Figure 1. Met4 routing (run 1).
Cells faint in the background.
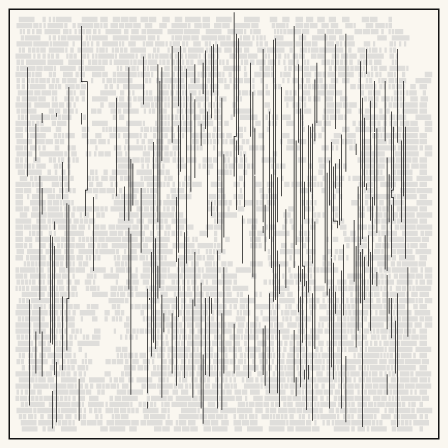
Figure 2. Routed metal, one color a layer (run 1).
Two of the layers only.
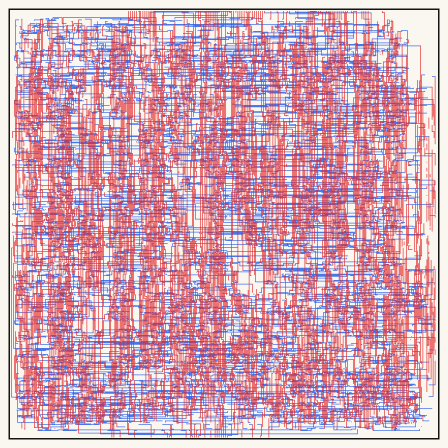
Figure 3. Floorplan with the power grid (run 1).
The bar under the picture is 50 um long. Pins as bars on the die edge. Tap cells in gray.
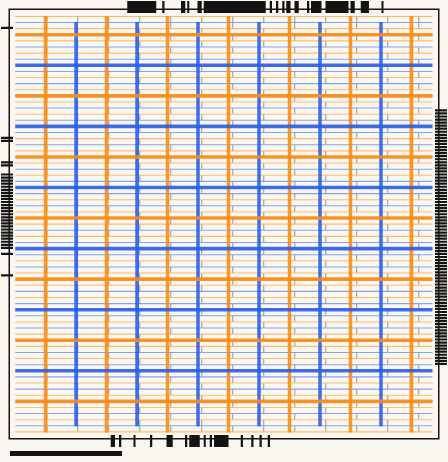
Figure 4. Track usage over the die (run 1).
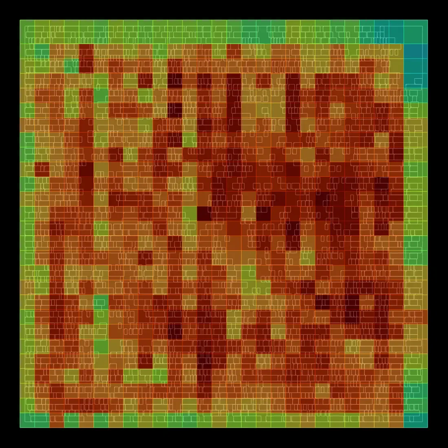
`src/rtl/stage_ex_pkg.sv`:
```
// Shared operator/category codes, control constants and the multiplier FSM encoding
// used by the execute stage and its iterative multiplier.
package stage_ex_pkg;

    localparam logic [7:0] OPERATOR_NOP   = 8'h00;
    localparam logic [7:0] OPERATOR_AND   = 8'h24;
    localparam logic [7:0] OPERATOR_OR    = 8'h25;
    localparam logic [7:0] OPERATOR_XOR   = 8'h26;
    localparam logic [7:0] OPERATOR_NOR   = 8'h27;
    localparam logic [7:0] OPERATOR_SLL   = 8'h7c;
    localparam logic [7:0] OPERATOR_SRL   = 8'h02;
    localparam logic [7:0] OPERATOR_SRA   = 8'h03;
    localparam logic [7:0] OPERATOR_MULTU = 8'h19;
    localparam logic [7:0] OPERATOR_MFHI  = 8'h10;
    localparam logic [7:0] OPERATOR_MFLO  = 8'h12;

    localparam logic [2:0] CATEGORY_NOP   = 3'd0;
    localparam logic [2:0] CATEGORY_LOGIC = 3'd1;
    localparam logic [2:0] CATEGORY_SHIFT = 3'd2;
    localparam logic [2:0] CATEGORY_MOVE  = 3'd3;
    localparam logic [2:0] CATEGORY_MULT  = 3'd4;

    localparam logic WRITE_ENABLE  = 1'b1;
    localparam logic WRITE_DISABLE = 1'b0;

    // Reset is active-low throughout this pipeline.
    localparam logic RESET_ENABLE = 1'b0;

    typedef enum logic [1:0] {
        STATE_IDLE = 2'd0,
        STATE_BUSY = 2'd1,
        STATE_DONE = 2'd2
    } multiplier_state_t;

endpackage

```
`src/rtl/stage_ex_multiplier.sv`:
```
// 32-cycle shift-and-add unsigned multiplier that owns the architectural HI/LO pair.
// A start seen in IDLE launches one multiply; DONE always returns to IDLE.
module multiplier_iterative
    import stage_ex_pkg::*;
(
    input  logic        clock,
    input  logic        reset,
    input  logic        start,
    input  logic [31:0] a,
    input  logic [31:0] b,
    output logic        busy,
    output logic        done,
    output logic [31:0] hi,
    output logic [31:0] lo
);

    multiplier_state_t state;
    logic [63:0] multiplicand;
    logic [63:0] accumulator;
    logic [63:0] accumulator_next;
    logic [31:0] multiplier;
    logic [4:0]  count;

    always_comb begin
        accumulator_next = accumulator;
        if (multiplier[0]) begin
            accumulator_next = accumulator + multiplicand;
        end
    end

    // The final step writes HI/LO from the next accumulator value so no extra cycle is needed.
    always_ff @(posedge clock) begin
        if (reset == RESET_ENABLE) begin
            state        <= STATE_IDLE;
            multiplicand <= '0;
            multiplier   <= '0;
            accumulator  <= '0;
            count        <= '0;
            hi           <= '0;
            lo           <= '0;
        end else begin
            case (state)
                STATE_IDLE: begin
                    if (start) begin
                        multiplicand <= {32'd0, a};
                        multiplier   <= b;
                        accumulator  <= '0;
                        count        <= '0;
                        state        <= STATE_BUSY;
                    end
                end
                STATE_BUSY: begin
                    accumulator  <= accumulator_next;
                    multiplicand <= multiplicand << 1;
                    multiplier   <= multiplier >> 1;
                    count        <= count + 5'd1;
                    if (count == 5'd31) begin
                        hi    <= accumulator_next[63:32];
                        lo    <= accumulator_next[31:0];
                        state <= STATE_DONE;
                    end
                end
                STATE_DONE: begin
                    state <= STATE_IDLE;
                end
                default: begin
                    state <= STATE_IDLE;
                end
            endcase
        end
    end

    assign busy = (state == STATE_BUSY);
    assign done = (state == STATE_DONE);

endmodule

```
`src/rtl/stage_ex.sv`:
```
// MIPS execute stage: logic/shift/move ALU, forwarding bus to decode, EX/MEM register,
// and the stall request driven by the iterative MULTU unit.
module stage_ex
    import stage_ex_pkg::*;
(
    input  logic        clock,
    input  logic        reset,
    input  logic [7:0]  operator,
    input  logic [2:0]  category,
    input  logic [31:0] operand_a,
    input  logic [31:0] operand_b,
    input  logic        register_write_enable,
    input  logic [4:0]  register_write_address,
    output logic        ex_register_write_enable,
    output logic [4:0]  ex_register_write_address,
    output logic [31:0] ex_register_write_data,
    output logic        mem_register_write_enable,
    output logic [4:0]  mem_register_write_address,
    output logic [31:0] mem_register_write_data,
    output logic        stall_request,
    output logic [31:0] hi,
    output logic [31:0] lo
);

    logic        multiply_start;
    logic        multiply_busy;
    logic        multiply_done;
    logic [31:0] result;
    logic        result_valid;
    logic [4:0]  shift_amount;

    assign multiply_start = (operator == OPERATOR_MULTU);
    assign shift_amount   = operand_a[4:0];

    multiplier_iterative multiplier_unit (
        .clock (clock),
        .reset (reset),
        .start (multiply_start),
        .a     (operand_a),
        .b     (operand_b),
        .busy  (multiply_busy),
        .done  (multiply_done),
        .hi    (hi),
        .lo    (lo)
    );

    // Anything outside the recognised category/operator pairs yields a zero, non-writing result.
    always_comb begin
        result       = '0;
        result_valid = 1'b0;
        case (category)
            CATEGORY_LOGIC: begin
                case (operator)
                    OPERATOR_AND: begin result = operand_a & operand_b;    result_valid = 1'b1; end
                    OPERATOR_OR:  begin result = operand_a | operand_b;    result_valid = 1'b1; end
                    OPERATOR_XOR: begin result = operand_a ^ operand_b;    result_valid = 1'b1; end
                    OPERATOR_NOR: begin result = ~(operand_a | operand_b); result_valid = 1'b1; end
                    default: ;
                endcase
            end
            CATEGORY_SHIFT: begin
                case (operator)
                    OPERATOR_SLL: begin result = operand_b << shift_amount; result_valid = 1'b1; end
                    OPERATOR_SRL: begin result = operand_b >> shift_amount; result_valid = 1'b1; end
                    OPERATOR_SRA: begin
                        result       = $unsigned($signed(operand_b) >>> shift_amount);
                        result_valid = 1'b1;
                    end
                    default: ;
                endcase
            end
            CATEGORY_MOVE: begin
                case (operator)
                    OPERATOR_MFHI: begin result = hi; result_valid = 1'b1; end
                    OPERATOR_MFLO: begin result = lo; result_valid = 1'b1; end
                    default: ;
                endcase
            end
            default: ;
        endcase
    end

    // A MULTU only requests a stall when it can actually start, i.e. the unit is idle.
    assign stall_request = (reset != RESET_ENABLE) &&
                           (multiply_busy || (multiply_start && !multiply_busy && !multiply_done));

    assign ex_register_write_enable  = (register_write_enable == WRITE_ENABLE) && result_valid && !stall_request;
    assign ex_register_write_address = register_write_address;
    assign ex_register_write_data    = result;

    always_ff @(posedge clock) begin
        if (reset == RESET_ENABLE) begin
            mem_register_write_enable  <= WRITE_DISABLE;
            mem_register_write_address <= '0;
            mem_register_write_data    <= '0;
        end else if (stall_request) begin
            mem_register_write_enable  <= WRITE_DISABLE;
            mem_register_write_address <= '0;
            mem_register_write_data    <= '0;
        end else begin
            mem_register_write_enable  <= ex_register_write_enable;
            mem_register_write_address <= ex_register_write_address;
            mem_register_write_data    <= ex_register_write_data;
        end
    end

endmodule

```
`config.mk`:
```
export PLATFORM = sky130hd
export DESIGN_NAME = stage_ex
export DESIGN_NICKNAME = d
export VERILOG_FILES = /design/src/rtl/stage_ex_pkg.sv /design/src/rtl/stage_ex_multiplier.sv /design/src/rtl/stage_ex.sv
export SDC_FILE = /design/constraint.sdc
export NUM_CORES = 1
export LEC_CHECK = 0
export CAP_MARGIN = 20
export CORE_MARGIN = 2
export CORE_UTILIZATION = 58
export CTS_CLUSTER_SIZE = 25
export DETAILED_ROUTE_END_ITERATION = 10
export PLACE_DENSITY = 0.82
export SLEW_MARGIN = 20
export SYNTH_ARGS = -nofsm -noshare
export SYNTH_HDL_FRONTEND = slang
export SYNTH_SLANG_ARGS = --single-unit
```
`constraint.sdc`:
```
create_clock -name clock -period 3.88 [get_ports clock]
set_clock_uncertainty 0.1 [all_clocks]
set_input_delay 0.388 -clock clock [delete_from_list [all_inputs] [get_ports clock]]
set_output_delay 0.388 -clock clock [all_outputs]
set_load 0.1 [all_outputs]
```
==> results.sh, run 1 <==
# implementation run metrics
export IMPL_outcome="completed"
export IMPL_finalNetCount=3083
export IMPL_yosysMostFrequentCell="sky130_fd_sc_hd__nor2_1"
export IMPL_h_tree_levels=1
export IMPL_cts_max_path_buffers=3
export IMPL_sequential_cell_total=269
export IMPL_max_slew_worst_pin_slew_ps=1190
export IMPL_layout_clock_buffers=37
export IMPL_synth_cells_most_frequent="sky130_fd_sc_hd__nor2_1 (356), sky130_fd_sc_hd__nand2_1 (287), sky130_fd_sc_hd__dfxtp_1 (269), sky130_fd_sc_hd__o21ai_0 (269), sky130_fd_sc_hd__a21oi_1 (261)"
export IMPL_clockNetworkPower_mw=2.77
export IMPL_critical_path_top_cell_by_count="sky130_fd_sc_hd__nor2_1"
export IMPL_chipArea_mm2=0.0363
export IMPL_crit_path_end_kind="output port"
export IMPL_switching_share=0.288
export IMPL_post_route_worst_setup_slack_ps=44.7
export IMPL_post_cts_resized=0
export IMPL_synth_largest_area_cell="sky130_fd_sc_hd__dfxtp_1"
export IMPL_fp_dieW_um=191
export IMPL_ys_sh_xor=0.0252
export IMPL_top_contributor_to_total_power="sequential cells"
export IMPL_most_common_cell_after_layout_fill_and_taps_aside="sky130_fd_sc_hd__nor2_1"
export IMPL_clkTransAtPathRegs_ps=60
export IMPL_biggestRegsByFlops="multiplier_unit.accumulator (64), multiplier_unit.multiplicand (64)"
export IMPL_layout_top_cells_excl_fill_tap="sky130_fd_sc_hd__nor2_1 (355), sky130_fd_sc_hd__nand2_1 (287), sky130_fd_sc_hd__dfxtp_1 (268)"
export IMPL_timing_final_hold_violations=0
export IMPL_worst_hold_startpoint="register_write_address[2]"
export IMPL_maximum_capacitance_violations=0
Notes on Figure 1 above:
wire length on this layer	7030 um
main direction	vertical
longest straight run	116 um
share of all routed wire	8.1%

Notes on Figure 2 above:
color	layer	wire length
blue	M1	31.4 mm
red	M2	37.9 mm

Notes on Figure 3 above:
color	net
orange	VSS
blue	VDD
met1 rails	69
met5 straps	13
rows	68

Notes on Figure 4 above:
GR met3 Demand/Resource: 0.132
routing layer with the top usage in global route: met2
met2 Use GR: 0.720
met1 Track Usage GR: 0.556
all-layer global routing usage: 0.465

==> inputs of run 2 (changes only) <==
--- a/config.mk
+++ b/config.mk
@@ -11,6 +11,7 @@
 export CTS_CLUSTER_SIZE = 25
 export DETAILED_ROUTE_END_ITERATION = 10
 export PLACE_DENSITY = 0.82
+export SKIP_CTS_REPAIR_TIMING = 1
 export SLEW_MARGIN = 20
 export SYNTH_ARGS = -nofsm -noshare
 export SYNTH_HDL_FRONTEND = slang
Figure 5. Routed metal, one color a layer (run 2).
Two of the layers only.
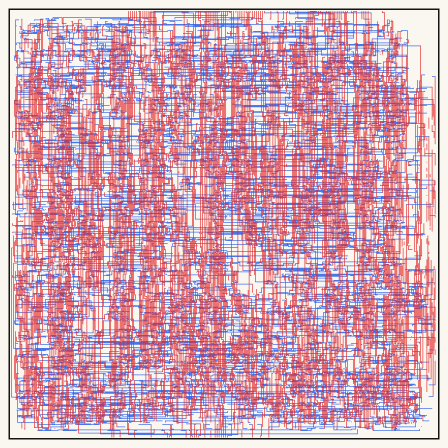
color	layer	wire length
blue	M1	31.4 mm
red	M2	37.9 mm

Figure 6. Track usage over the die (run 2).
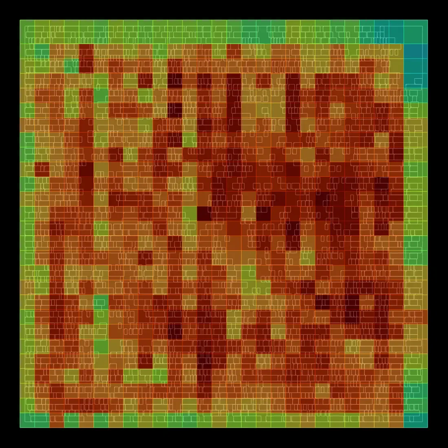
detailed-route wire length per cell: 25.9 um
post-layout utilization of the core: 0.707

==> run 2 against run 1 <==
  * Die size stayed put
  * Non-clock buffer count stayed put
  * Sequential share of layout area stayed put
  * Sequential power hardly changed
  * Flip-flop count stayed put
  * Maximum frequency stayed put
  * Cell count stayed put
  * Combinational power hardly changed
  * Clock power hardly changed
  * First-iteration DRC count stayed put
  * Critical endpoint unchanged
  * Largest power group unchanged
  * Highest routed layer unchanged
==> results.sh, run 2 <==
# implementation run metrics
export IMPL_crit_path_end_kind="output port"
export IMPL_biggestRegsByFlops="multiplier_unit.accumulator (64), multiplier_unit.multiplicand (64)"
export IMPL_post_route_worst_setup_slack_ps=44.7
export IMPL_ys_sh_xor=0.0252
export IMPL_net_switching_power_mw=1.90
export IMPL_all_layer_global_routing_usage=0.465
export IMPL_maximum_capacitance_violations=0
export IMPL_ios=224
export IMPL_worst_hold_startpoint="register_write_address[2]"
export IMPL_clock_buffers_created_by_tritoncts=29
export IMPL_busiest_layer="met2"
export IMPL_yosysMostFrequentCell="sky130_fd_sc_hd__nor2_1"
export IMPL_floorplanUtilization=0.587
export IMPL_switching_share=0.288
export IMPL_synth_largest_area_cell="sky130_fd_sc_hd__dfxtp_1"
export IMPL_most_common_cell_after_layout_fill_and_taps_aside="sky130_fd_sc_hd__nor2_1"
export IMPL_max_slew_worst_pin_slew_ps=1190
export IMPL_top_contributor_to_total_power="sequential cells"
export IMPL_synth_cells_most_frequent="sky130_fd_sc_hd__nor2_1 (356), sky130_fd_sc_hd__nand2_1 (287), sky130_fd_sc_hd__dfxtp_1 (269), sky130_fd_sc_hd__o21ai_0 (269), sky130_fd_sc_hd__a21oi_1 (261)"
export IMPL_chipArea_mm2=0.0363
export IMPL_grt_use_met3=0.132
export IMPL_h_tree_levels=1
export IMPL_outcome="completed"
export IMPL_fp_dieW_um=191
export IMPL_sequential_cell_total=269
export IMPL_clockNetworkPower_mw=2.77
export IMPL_logic_family="AND-OR/OR-AND gates"
export IMPL_globalRouteMet1Util=0.556
export IMPL_critical_path_top_cell_by_count="sky130_fd_sc_hd__nor2_1"
export IMPL_timing_final_hold_violations=0
export IMPL_enable_flop_cells=0
export IMPL_clkTransAtPathRegs_ps=60
Figure 7. Met4 routing (run 2).
Cells faint in the background.
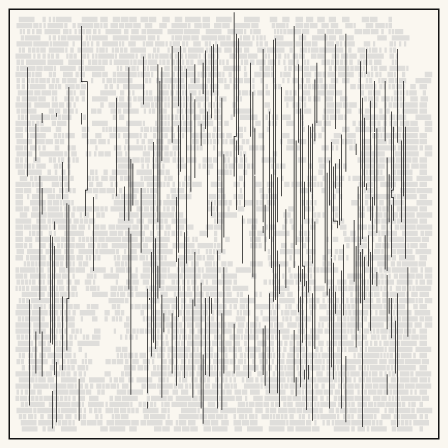
nets with wire on the layer	150
share of all routed wire	8.1%
main direction	vertical
wire length on this layer	7030 um
longest straight run	116 um

No activity file was given, so power comes from the tool's default toggle rates.
